<file path="src/rtl/width_converter_8ton.sv">
// width_converter_8ton
//   Packs an 8-bit byte stream from the I3C target FSM into Width-bit words
//   for the TTI RX queue, least-significant byte first. One output word
//   register decouples the byte stream from the queue. An end-of-transfer
//   flush emits a partial, zero-padded word together with its byte count.
//
// Ports
//   clk_i           clock
//   rst_i           synchronous active-high reset
//   sink_valid_i    byte valid from the target FSM
//   sink_ready_o    converter accepts a byte (depends on state only)
//   sink_data_i     received byte
//   sink_flush_i    single-cycle end-of-transfer pulse
//   source_valid_o  output word valid
//   source_ready_i  RX queue accepts the word
//   source_data_o   packed word, byte k in bits [8k+7:8k]
//   source_bytes_o  number of valid bytes in source_data_o (1..Bytes)

module width_converter_8ton #(
    parameter int Width = 32
) (
    input  logic                             clk_i,
    input  logic                             rst_i,
    input  logic                             sink_valid_i,
    output logic                             sink_ready_o,
    input  logic [7:0]                       sink_data_i,
    input  logic                             sink_flush_i,
    output logic                             source_valid_o,
    input  logic                             source_ready_i,
    output logic [Width-1:0]                 source_data_o,
    output logic [$clog2(Width/8):0]         source_bytes_o
);

    localparam int Bytes = Width / 8;
    localparam int CW    = $clog2(Bytes) + 1;
    localparam logic [CW-1:0] BytesC = CW'(Bytes);

    logic [Width-1:0] acc_q, acc_d;
    logic [CW-1:0]    bcnt_q, bcnt_d;
    logic             fpend_q, fpend_d;
    logic             out_valid_q, out_valid_d;
    logic [Width-1:0] out_data_q, out_data_d;
    logic [CW-1:0]    out_bytes_q, out_bytes_d;

    logic             sink_ready;
    logic             accept;
    logic             ofree;
    logic             emit;
    logic [Width-1:0] acc_new;
    logic [CW-1:0]    cnt_new;
    logic             full_new;
    logic             flush_eff;

    assign sink_ready = (bcnt_q != BytesC) && !fpend_q;
    assign accept     = sink_valid_i && sink_ready;
    assign ofree      = !out_valid_q || source_ready_i;

    always_comb begin
        acc_new = acc_q;
        cnt_new = bcnt_q;
        if (accept) begin
            for (int unsigned k = 0; k < Bytes; k++) begin
                if (bcnt_q == CW'(k)) begin
                    acc_new[8*k +: 8] = sink_data_i;
                end
            end
            cnt_new = bcnt_q + CW'(1);
        end
        full_new  = (cnt_new == BytesC);
        flush_eff = sink_flush_i && (cnt_new != '0);
    end

    always_comb begin
        acc_d       = acc_new;
        bcnt_d      = cnt_new;
        fpend_d     = fpend_q;
        out_valid_d = out_valid_q && !source_ready_i;
        out_data_d  = out_data_q;
        out_bytes_d = out_bytes_q;
        emit        = 1'b0;

        // A sealed group (pending flush or parked full word) leaves the
        // sink stalled, so acc_new/cnt_new equal the held state here and
        // a repeated flush pulse changes nothing.
        if (fpend_q || (bcnt_q == BytesC)) begin
            emit = ofree;
        end else if (full_new || flush_eff) begin
            emit = ofree;
            if (!ofree && flush_eff) begin
                fpend_d = 1'b1;
            end
        end

        if (emit) begin
            out_valid_d = 1'b1;
            out_data_d  = acc_new;
            out_bytes_d = cnt_new;
            acc_d       = '0;
            bcnt_d      = '0;
            fpend_d     = 1'b0;
        end
    end

    always_ff @(posedge clk_i) begin
        if (rst_i) begin
            acc_q       <= '0;
            bcnt_q      <= '0;
            fpend_q     <= 1'b0;
            out_valid_q <= 1'b0;
            out_data_q  <= '0;
            out_bytes_q <= '0;
        end else begin
            acc_q       <= acc_d;
            bcnt_q      <= bcnt_d;
            fpend_q     <= fpend_d;
            out_valid_q <= out_valid_d;
            out_data_q  <= out_data_d;
            out_bytes_q <= out_bytes_d;
        end
    end

    assign sink_ready_o   = sink_ready;
    assign source_valid_o = out_valid_q;
    assign source_data_o  = out_data_q;
    assign source_bytes_o = out_bytes_q;

endmodule

</file>
<file path="config.mk">
export PLATFORM = sky130hd
export DESIGN_NAME = width_converter_8ton
export DESIGN_NICKNAME = d
export VERILOG_FILES = /design/src/rtl/width_converter_8ton.sv
export SDC_FILE = /design/constraint.sdc
export NUM_CORES = 1
export LEC_CHECK = 0
export ABC_CLOCK_PERIOD_IN_PS = 6600
export CAP_MARGIN = 0
export CELL_PAD_IN_SITES_DETAIL_PLACEMENT = 1
export CELL_PAD_IN_SITES_GLOBAL_PLACEMENT = 1
export CORE_MARGIN = 2
export CORE_UTILIZATION = 44
export CTS_CLUSTER_SIZE = 12
export DETAILED_ROUTE_END_ITERATION = 8
export PLACE_DENSITY = 0.89
export RECOVER_POWER = 50
export SLEW_MARGIN = 5
export SYNTH_ARGS = -nofsm -noshare
export SYNTH_HDL_FRONTEND = slang
export SYNTH_SLANG_ARGS = --single-unit
</file>
<file path="constraint.sdc">
create_clock -name clk_i -period 6.6 [get_ports clk_i]
set_input_delay 1.98 -clock clk_i [delete_from_list [all_inputs] [get_ports clk_i]]
set_output_delay 1.98 -clock clk_i [all_outputs]
set_load 0.005 [all_outputs]
</file>
==> impl_metrics.yaml <==
# generated from flow reports
die:
  initial_utilization_pct: 45.6
  die_w_um: 85.1
  core_area_sq_um: 6350
yosys:
  ys_seq_share_pct: 49.8
  ys.flop_type: "dfxtp_1"
  syn_area_sq_um: 2900
  yosysWarnings: 0
  area_leaders: "dfxtp_1 50%, nor3_1 12%, mux2i_1 11%"
  synthDistinctLibCells: 32
  async_flop_share_pct: 0
hold_path:
  min_from: "fpend_q$_SDFFE_PP0P_"
setup_path:
  crit_chain: "dlygate4sd3_1 -> nor2b_1 -> nand4b_1 -> a211oi_4 -> clkbuf_1 -> nor3_1 -> a211oi_1"
  cpMaxStageDelayCell: "clkbuf_1"
  critical_path_class: "in2reg"
  endpoint_kind: "register"
final_timing:
  maxSlewViolCount: 36
  finalSetupViolCount: 0
  slew_headroom_pct: -16.3
cts:
  hold_buffers: 0
route:
  routed.top_layer: "met4"
  drt-met1-wl_um: 3310
  drtIter0Drc: 73
power:
  p_leak_nw: 1.37
outcome:
  status: "complete, but fails checks"
  violations: "max-capacitance violations, max-slew violations"
placement:
  hpwl_um: 4810
run:
  cap_violations: 1
finish:
  fillers: 686
## stage by stage
stage / setup slack, ns / hold slack [ns] / instance area (sq um) / cells / util, %
after detailed placement: 1.82 / 0.526 / 3390 / 383 / 53.3
after global routing: 1.25 / 0.589 / 3570 / 398 / 56.3
after floorplan: 3.07 / 0.478 / 2900 / 278 / -
final: 1.47 / 0.536 / 3570 / 398 / 56.3
after CTS: 2.19 / 0.538 / 3580 / 398 / 56.4
after global placement: 1.97 / 0.503 / 3390 / 383 / 53.3
## cells by family (layout without fill, tap and decap cells)
family	count (synthesis)	count (layout)	share of synthesized area (%)
adder cells (fa/ha/maj)	5	5	2.16
AND-OR/OR-AND	47	47	15.1
buffers and inverters	31	74	5.23
AND/OR/NAND/NOR	88	88	15.7
flip-flops	72	72	49.8
multiplexers	34	34	11.8
XOR/XNOR	1	1	0.302
## area by class of cell
cell class	instances	area, sq um	share of cell area, %
Clock buffer	10	138	3.85
Inverter	5	18.8	0.525
Tap cell	77	96.3	2.70
Sequential cell	72	1440	40.3
Timing Repair Buffer	54	519	14.5
Clock inverter	5	57.6	1.61
Multi-Input combinational cell	175	1300	36.5
## power by group
group	switching, mW	internal [mW]
clock	0.171	0.182
combinational	0.105	0.0922
sequential	0.0179	0.469
## layout by cell type (no fill, tap or decap), types with 4 or more instances in the layout
| cell type | Yosys | final |
|---|---|---|
| a211oi_1 | 23 | 23 |
| a211oi_2 | 13 | 13 |
| and3_1 | 4 | 4 |
| buf_4 | 3 | 4 |
| clkbuf_8 | 0 | 10 |
| clkdlybuf4s50_1 | 0 | 10 |
| dfxtp_1 | 72 | 72 |
| dlygate4sd3_1 | 0 | 38 |
| ha_1 | 5 | 5 |
| inv_1 | 5 | 5 |
| mux2i_1 | 33 | 33 |
| nor3_1 | 69 | 69 |
**Signal wires by layer**

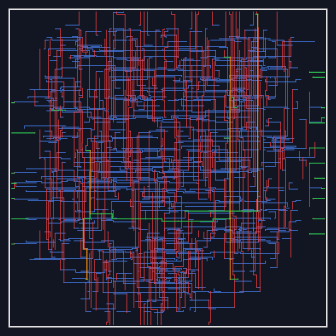
- M1: blue (wire length 3310 um)
- M4: orange (wire length 147 um)
- M3: green (wire length 127 um)
- M2: red (wire length 3920 um)

**Gate-type map**

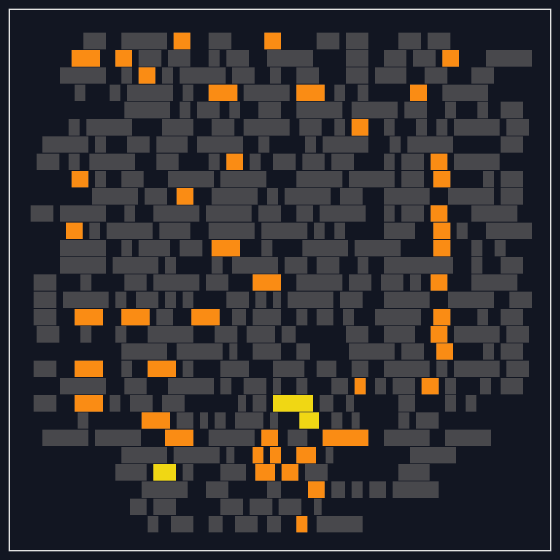
- aoi and oai cells: orange (cells 44; where spread over the die)
- non-inverting ao/oa cells: yellow (cells 3)

**Clock network drawn from the DEF**

Bar = 20 um.
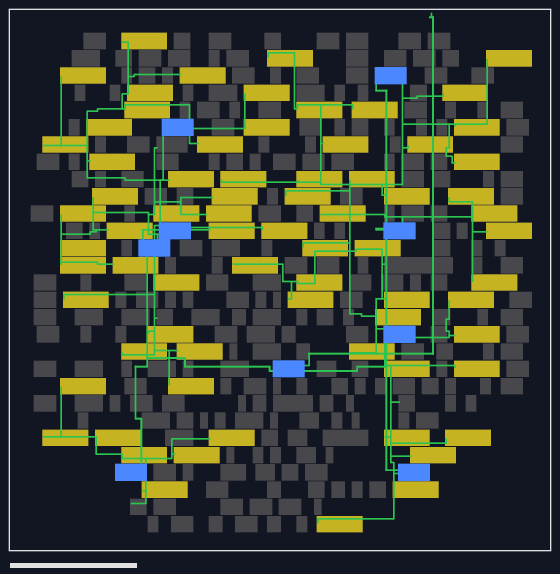
- clock wires: green (length 930 um)
- clock-net drivers: blue (count 9)
- flip-flops: yellow (count 72)
- flops lie: spread over the die
clk ins delay skew pair: 0.36 ns
clock skew: 0.0175 ns

**Port wiring**

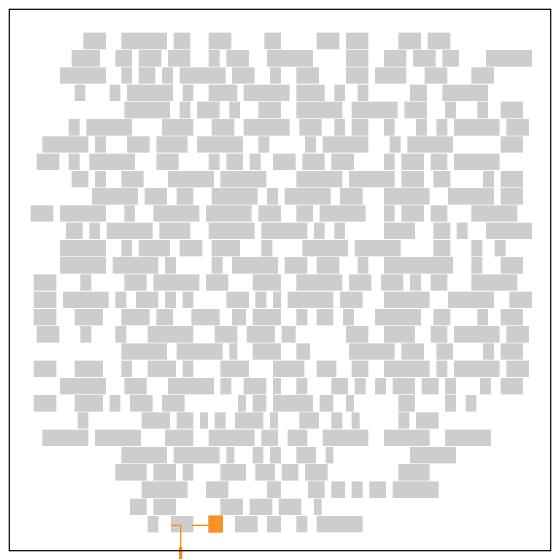
- `source_ready_i`: orange (bits 1; direction input; edge bottom; end cells 1; buffers 1; wire 8.60 um)
Port Buf Inserts: 49
num ports: 50

**Clock nets**

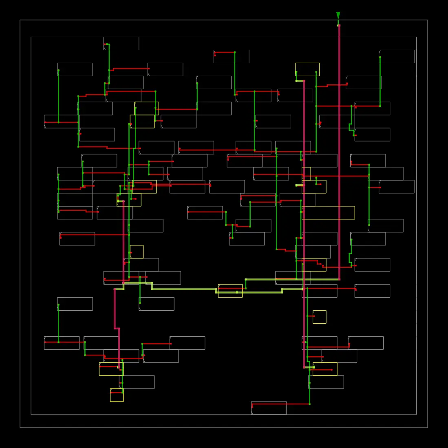
CTS Buf Count: 9
# clk buffers: 10
total clock sinks: 72

Power and IR drop assume default switching activity.
